Run 1, routing congestion:
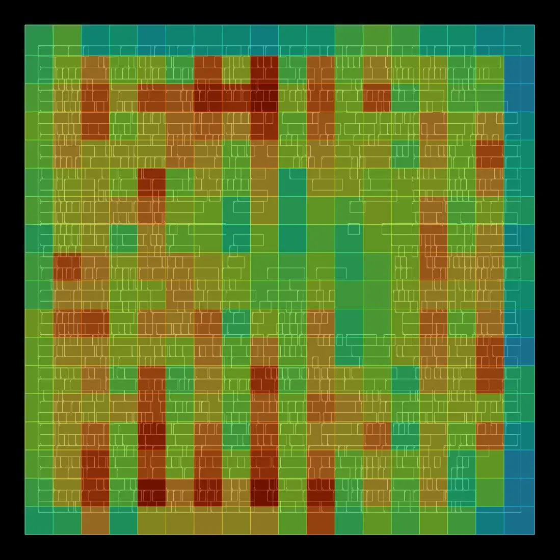
Run 1, cell sizes after repair:
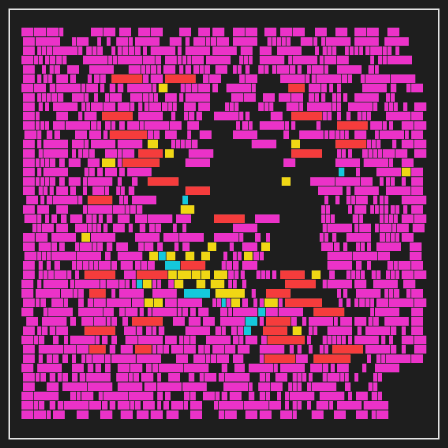
Run 1, where the registers sit:
Other sequential cells in the stronger gray, the rest of the logic in the fainter gray.
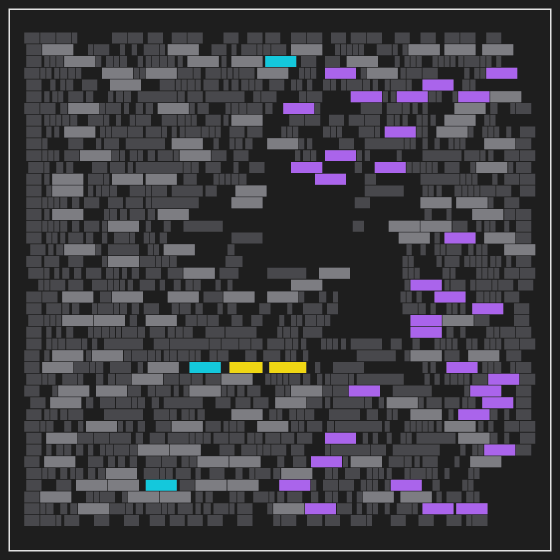
Run 1, cell classes on the final placement:
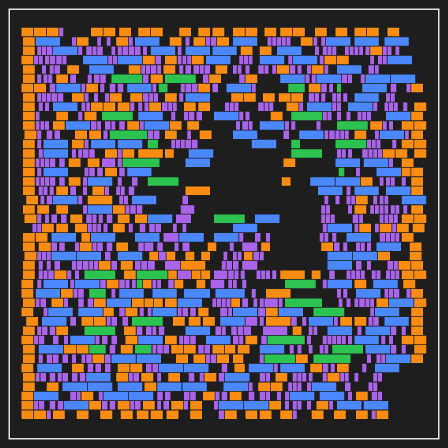
**src/rtl/mem_port_arbiter.sv**
```systemverilog
// Arbiter for one single-ported unified memory shared by the IF and MEM
// pipeline stages. Data accesses win by default. IF is forced after
// STARVE_MAX consecutive data wins taken against a pending fetch. Each
// access holds the memory for MEM_LAT cycles and then returns a single-cycle
// ready pulse to its owner.
module mem_port_arbiter #(
  parameter int ADDR_W     = 32,
  parameter int DATA_W     = 32,
  parameter int MEM_LAT    = 2,
  parameter int STARVE_MAX = 4
) (
  input  logic              clock,
  input  logic              reset,
  input  logic              if_req,
  input  logic [ADDR_W-1:0] if_addr,
  output logic [DATA_W-1:0] if_rdata,
  output logic              if_ready,
  input  logic              dm_req,
  input  logic              dm_we,
  input  logic [2:0]        dm_funct3,
  input  logic [ADDR_W-1:0] dm_addr,
  input  logic [DATA_W-1:0] dm_wdata,
  output logic [DATA_W-1:0] dm_rdata,
  output logic              dm_ready,
  output logic              mem_en,
  output logic              mem_we,
  output logic [2:0]        mem_funct3,
  output logic [ADDR_W-1:0] mem_addr,
  output logic [DATA_W-1:0] mem_wdata,
  input  logic [DATA_W-1:0] mem_rdata,
  output logic              grant_dm,
  output logic              busy
);

  // MEM_LAT is at most 8, so the cycle counter never has to hold more than 7.
  localparam int CNT_W = 3;
  localparam int STV_W = (STARVE_MAX < 1) ? 1 : $clog2(STARVE_MAX + 1);
  localparam logic [CNT_W-1:0] CNT_LOAD   = CNT_W'(MEM_LAT - 1);
  localparam logic [STV_W-1:0] STARVE_LIM = STV_W'(STARVE_MAX);
  // A fetch is always a full-word load.
  localparam logic [2:0]       IF_FUNCT3  = 3'b010;

  typedef enum logic [1:0] {IDLE, ACCESS, RESP} state_t;

  state_t              state_q, state_d;
  logic [CNT_W-1:0]    cnt_q, cnt_d;
  logic [STV_W-1:0]    starve_q, starve_d;
  logic                grant_dm_q, grant_dm_d;
  logic                we_q, we_d;
  logic [2:0]          funct3_q, funct3_d;
  logic [ADDR_W-1:0]   addr_q, addr_d;
  logic [DATA_W-1:0]   wdata_q, wdata_d;
  logic [DATA_W-1:0]   if_rdata_q, if_rdata_d;
  logic [DATA_W-1:0]   dm_rdata_q, dm_rdata_d;
  logic                pick_dm;

  // Saturating increment for the consecutive-data-win counter.
  function automatic logic [STV_W-1:0] sat_inc(input logic [STV_W-1:0] v);
    if (v >= STARVE_LIM) return STARVE_LIM;
    else                 return v + 1'b1;
  endfunction

  // Next-state logic: grant in IDLE, count in ACCESS, return to IDLE after RESP.
  always_comb begin
    state_d    = state_q;
    cnt_d      = cnt_q;
    starve_d   = starve_q;
    grant_dm_d = grant_dm_q;
    we_d       = we_q;
    funct3_d   = funct3_q;
    addr_d     = addr_q;
    wdata_d    = wdata_q;
    if_rdata_d = if_rdata_q;
    dm_rdata_d = dm_rdata_q;
    pick_dm    = 1'b0;
    case (state_q)
      IDLE: begin
        if (if_req || dm_req) begin
          pick_dm    = dm_req && !(if_req && (starve_q == STARVE_LIM));
          grant_dm_d = pick_dm;
          cnt_d      = CNT_LOAD;
          state_d    = ACCESS;
          if (pick_dm) begin
            addr_d   = dm_addr;
            we_d     = dm_we;
            funct3_d = dm_funct3;
            wdata_d  = dm_wdata;
            starve_d = if_req ? sat_inc(starve_q) : '0;
          end else begin
            addr_d   = if_addr;
            we_d     = 1'b0;
            funct3_d = IF_FUNCT3;
            wdata_d  = '0;
            starve_d = '0;
          end
        end
      end
      ACCESS: begin
        if (cnt_q != '0) begin
          cnt_d = cnt_q - 1'b1;
        end else begin
          // Read data is valid only in the last access cycle.
          if (!we_q) begin
            if (grant_dm_q) dm_rdata_d = mem_rdata;
            else            if_rdata_d = mem_rdata;
          end
          state_d = RESP;
        end
      end
      RESP:    state_d = IDLE;
      default: state_d = IDLE;
    endcase
  end

  // State and datapath registers; reset aborts any access in flight.
  always_ff @(posedge clock) begin
    if (reset) begin
      state_q    <= IDLE;
      cnt_q      <= '0;
      starve_q   <= '0;
      grant_dm_q <= 1'b0;
      we_q       <= 1'b0;
      funct3_q   <= '0;
      addr_q     <= '0;
      wdata_q    <= '0;
      if_rdata_q <= '0;
      dm_rdata_q <= '0;
    end else begin
      state_q    <= state_d;
      cnt_q      <= cnt_d;
      starve_q   <= starve_d;
      grant_dm_q <= grant_dm_d;
      we_q       <= we_d;
      funct3_q   <= funct3_d;
      addr_q     <= addr_d;
      wdata_q    <= wdata_d;
      if_rdata_q <= if_rdata_d;
      dm_rdata_q <= dm_rdata_d;
    end
  end

  assign mem_en     = (state_q == ACCESS);
  assign mem_we     = (state_q == ACCESS) && we_q;
  assign mem_funct3 = funct3_q;
  assign mem_addr   = addr_q;
  assign mem_wdata  = wdata_q;
  assign if_ready   = (state_q == RESP) && !grant_dm_q;
  assign dm_ready   = (state_q == RESP) && grant_dm_q;
  assign if_rdata   = if_rdata_q;
  assign dm_rdata   = dm_rdata_q;
  assign grant_dm   = grant_dm_q;
  assign busy       = (state_q != IDLE);

endmodule

```
**config.mk**
```make
export PLATFORM = sky130hd
export DESIGN_NAME = mem_port_arbiter
export DESIGN_NICKNAME = d
export VERILOG_FILES = /design/src/rtl/mem_port_arbiter.sv
export SDC_FILE = /design/constraint.sdc
export NUM_CORES = 1
export LEC_CHECK = 0
export ABC_AREA = 1
export CAP_MARGIN = 20
export CORE_MARGIN = 3
export CORE_UTILIZATION = 41
export DETAILED_ROUTE_END_ITERATION = 16
export PLACE_DENSITY = 0.8
export SLEW_MARGIN = 20
export SYNTH_ARGS = -nofsm -noshare
export SYNTH_HDL_FRONTEND = slang
export SYNTH_SLANG_ARGS = --single-unit
export TNS_END_PERCENT = 5
```
**constraint.sdc**
```tcl
create_clock -name clock -period 1.55 [get_ports clock]
set_input_delay 0.155 -clock clock [delete_from_list [all_inputs] [get_ports clock]]
set_output_delay 0.155 -clock clock [all_outputs]
set_load 0.005 [all_outputs]
```
==> git commit body, run 1 <==
Store results of the implementation flow

* Slew margin rel.: 0.699
- Yosys stat chip area: between 5000 and 6000 sq um
* Final Max Tran Viols: 0
- The synthesized instance count is between 800 and 900.
* Worst clock skew on the final layout: 0.00533 ns
- Routed metal-1 wire length: 6940 um
* Clock sinks: roughly 140
* Run status: complete, no violations
* DRT antenna net count: 0
- Top Layout Cells: 267 x clkdlybuf4s50_1, 204 x nand2_1, 139 x dfxtp_1
- After detailed routing, the total wire length is 17900 um.
* RSZ-0062 raised after global routing: yes
* Max Used Layer: met4
- Cell Pwr Density: 1160 nW/um^2
- In this build the clock could be raised as far as roughly 650 MHz.
* Cell count in the Yosys report: 812
* Antenna violations before repair: 1
- Synth Cell Area: around 5800 sq um
- CTS H-tree lvls: 4
- Post-synthesis adder-cell area fraction: 0.00865
* MI comb cells: 511
- By area the synthesized netlist is led by dfxtp_1 49%, nand2_1 13%, inv_1 7.3%, nor2_1 6.8%, nand3_1 6.3%.
- Maximum number of pins on one net before global-route repair: about 43
- Met2 track demand over resource: 0.387
- Post-synthesis sequential area ratio: 0.488
- Estimated wirelength of the detail-placed design: 12900 um
- Asr flop ratio synth: 0
- Before antenna repair, the detailed router went through 4 iterations.
* Leakage: 4.05 nW
* Hold worst-path end: mem_wdata[19]
- In the final layout, the share of cells above drive strength 1 is 0.0691.
* Placed cell count: ~1200
- Post-layout period usage: 0.989
- In the routed design, unresolved DRC markers number 0.
* Largest non-sequential cell family by area: simple AND/OR/NAND/NOR gates
- The final layout report lists a clock buffer count of 22.
* Worst r2r path cells: 7
- The cell-mix breakdown from Yosys lists the simple-gate area share as 0.286.
- Library cell used as clock root buffer: clkbuf_16
- The placement report lists the number of port buffers as 272.
* CTS tree: yes
- Slew at the pin with the worst max-slew slack: 0.451 ns
- Ao+oa area frac: 0.0961
* Final total negative setup slack: 0 ns
* Number of endpoints with negative hold slack in the final report: 0
- In the floorplan report the effective utilization is 0.428.
- Counting the buffers created by CTS gives 17.
## Picture notes: 'routing congestion'
global route hottest layer: met2
total global routing track utilization: 0.225
met1 global-route usage: 0.242
fraction of the core area covered by cells at the end of the flow: 0.700
average wire per cell in the routed design: 14.0 um

## Picture notes: 'cell sizes after repair'
[magenta] x1 and smaller | cells: 1024
[yellow] x3 and x4 | cells: 32
[cyan] x2 | cells: 10
[red] x6 and larger | cells: 34
cell area after layout: 9450 sq um
worst path setup slack after routing: 0.0175 ns
non-clock buffer total of the final layout: 301
signed area change from the synthesized netlist to the final layout: 63.4%

## Picture notes: 'where the registers sit'
[yellow] `state_q` | sequential cells: 2
[cyan] `mem_funct3` | sequential cells: 3
[purple] `dm_rdata` | sequential cells: 32
not colored: 104
total area of sequential cells: 2830 sq um
sequential logic power: 4.17 mW

## Picture notes: 'cell classes on the final placement'
[green] clock drivers and dummy loads | cells: 32 | share of their area: 7.2%
[blue] registers | cells: 141 | share of their area: 31%
[purple] remaining logic cells | cells: 626 | share of their area: 29%
[orange] remaining buffers and delay cells | cells: 301 | share of their area: 33%
flop share of the area: 0.299
row count: 42
Floorplan Core Area: 13500 sq um

## run 1: critical path, stage by stage (launching register included)
cell	delay [ns]
dfxtp_2	0.35
nor2_4	0.14
buf_4	0.15
inv_1	0.04
dlygate4sd2_1	0.28
## run 1: what timing repair did
| item | 4_1_cts | 5_1_grt |
|---|---|---|
| gates cloned | 0 | 1 |
| endpoints found under the setup margin | 5 | 78 |
| gates resized | 8 | 2 |
| setup buffers | 0 | 0 |
| pin swaps | 0 | 1 |
## run 1: power breakdown
part	internal (mW)	switching (mW)	total, mW	leakage [nW]
Clock	3.03	1.52	4.55	0.322
Sequential	3.98	0.186	4.17	1.15
Combinational	1.25	1.03	2.28	2.58
Total	8.26	2.74	11.0	4.05
Run 1, local utilization:
12 x 12 tiles, from black (low) to pale yellow (high), 0 to 100% covered.
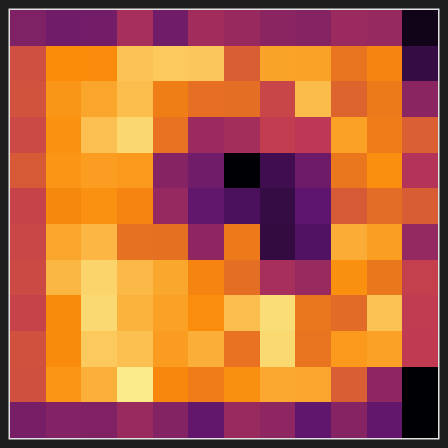

--- run 2 (diff from run 1) ---
--- a/config.mk
+++ b/config.mk
@@ -8,9 +8,9 @@
 export ABC_AREA = 1
 export CAP_MARGIN = 20
 export CORE_MARGIN = 3
-export CORE_UTILIZATION = 41
+export CORE_UTILIZATION = 37
 export DETAILED_ROUTE_END_ITERATION = 16
-export PLACE_DENSITY = 0.8
+export PLACE_DENSITY = 0.76
 export SLEW_MARGIN = 20
 export SYNTH_ARGS = -nofsm -noshare
 export SYNTH_HDL_FRONTEND = slang
==> constraint.sdc (replaced) <==
create_clock -name clock -period 1.3 [get_ports clock]
set_input_delay 0.13 -clock clock [delete_from_list [all_inputs] [get_ports clock]]
set_output_delay 0.13 -clock clock [all_outputs]
set_load 0.005 [all_outputs]
Run 2, local utilization:
13 x 13 tiles, from black (low) to pale yellow (high), 0 to 100% covered.
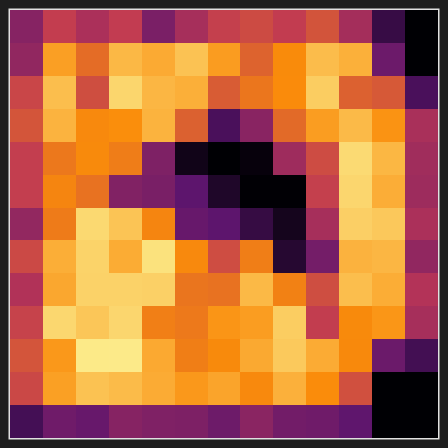
mean over tiles: 59%
emptiest ninth of the die: center
nearly empty tiles: 5.9%
tiles over 75% full: 36%
fullest tile: 96%
fraction of the core area covered by cells at the end of the flow: 0.675
Floorplan Core Area: 15300 sq um

Run 2, cell classes on the final placement:
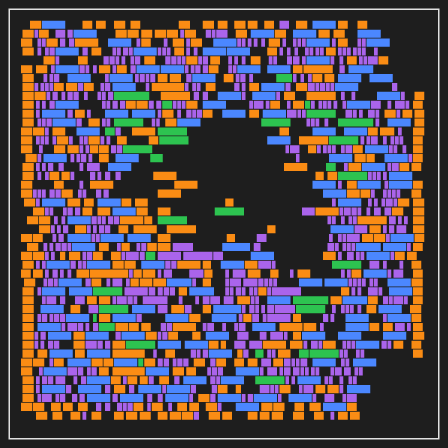
[blue] registers | cells: 141 | share of their area: 28%
[purple] remaining logic cells | cells: 627 | share of their area: 30%
[orange] remaining buffers and delay cells | cells: 345 | share of their area: 35%
[green] clock drivers and dummy loads | cells: 32 | share of their area: 6.2%
cell area after layout: 10300 sq um
flop share of the area: 0.275
row count: 45

==> run 2 against run 1 <==
The flow now finishes with violations (negative setup slack). Critical path depth increased by 4. Cell count increased by 6.2%. Clock skew increased by 0.0037 ns. Sequential power increased by 19%. Register-to-register slack got worse by 0.26 ns. Clock power increased by 12%. Critical endpoint is now dm_rdata[30]. Setup slack got worse by 0.14 ns.
==> git commit body, run 2 <==
Store results of the implementation flow

- The longest incremental delay of any stage on the critical path is reported as 0.31 ns.
* Total number of cells along the worst setup path: 8
- Setup violations remaining at the end of the flow were counted as 94.
- In the global route stage, overall resource usage came out at 0.215.
- The detailed router put a total of 7850 um of wire on met1.
- Run status: complete, but fails checks
* IO Port Bufs: 272
- Power attributed to combinational cells: 3.25 mW
- Largest delay share family, worst path: buffers and inverters
* Signed area change from the synthesized netlist to the final layout: 78.1%
- Setup repair after global routing could not meet its margin everywhere.
- Setup slack on the critical path of the routed design comes to -0.126 ns.
- Clock share of power: 0.382
- Global route hottest layer: met2
- The synth_stat.txt file lists the number of cells as between 800 and 900.
- Of the total power, combinational logic draws 0.244.
* Antenna violations before repair: 0
* Simple share: 0.286
- TritonRoute output was used to compute an average wire per cell of 14.7 um.
- Post-layout period usage: 1.10
* Cell breakdown of the critical path: inv_2 -> ha_4 -> nand3_4 -> nor2_4 -> buf_6 -> clkbuf_16 -> nand2_1 -> a21oi_1
- For this design the total switching power over the nets is 3.67 mW.
- The number of clock sinks came to roughly 140.
* Number of buffer and inverter instances along the worst setup path: 3
- Leakage: 5.00 nW
- P_clk: 5.09 mW
* Post-synthesis adder-cell area fraction: 0.00865
- Hold worst-path end: mem_wdata[21]
- Power spread over the standard cell area amounts to 1290 nW/um^2.
* Largest non-sequential cell family by area: simple AND/OR/NAND/NOR gates
* Part of the power in registers: 0.373
- Worst r2r path cells: 8
- Placed cell count: ~1300
- The final reports fail on negative setup slack.
* Initial Utilization: 0.379
- Fraction of final layout cells with drive strength greater than 1: 0.181
- Yosys stat chip area: 5780 sq um
- CTS H-tree lvls: 4
* Met2 track demand over resource: 0.369
[run 2: area by class of cell]
cell class                      instances  area [sq um]
Inverter                              115           439
Fill cell                            1241          4960
Timing Repair Buffer                  345          3550
Clock inverter                         12           163
Sequential cell                       141          2840
Tap cell                              211           264
Multi-Input combinational cell        512          2590
Clock buffer                           20           457
[run 2: metrics by stage]
stage                      util  cell area [sq um]  setup TNS, ns  hold WS, ns
after detailed placement  0.586               8940         -40.20        0.451
after global routing      0.675              10300         -13.19        0.247
after global placement    0.586               8940         -40.53        0.448
after floorplan               -               5790         -0.413        0.275
after CTS                 0.640               9770          -2.99        0.240
final                     0.675              10300          -4.43        0.255
[run 2: repair_timing]
item / CTS / global route
cloned: 6 / 7
setup endpoints to repair: 265 / 140
buffers inserted: 8 / 10
resized: 224 / 93
pin swaps: 25 / 27
Power figures rest on the tool's default switching activity, not on a simulated workload.
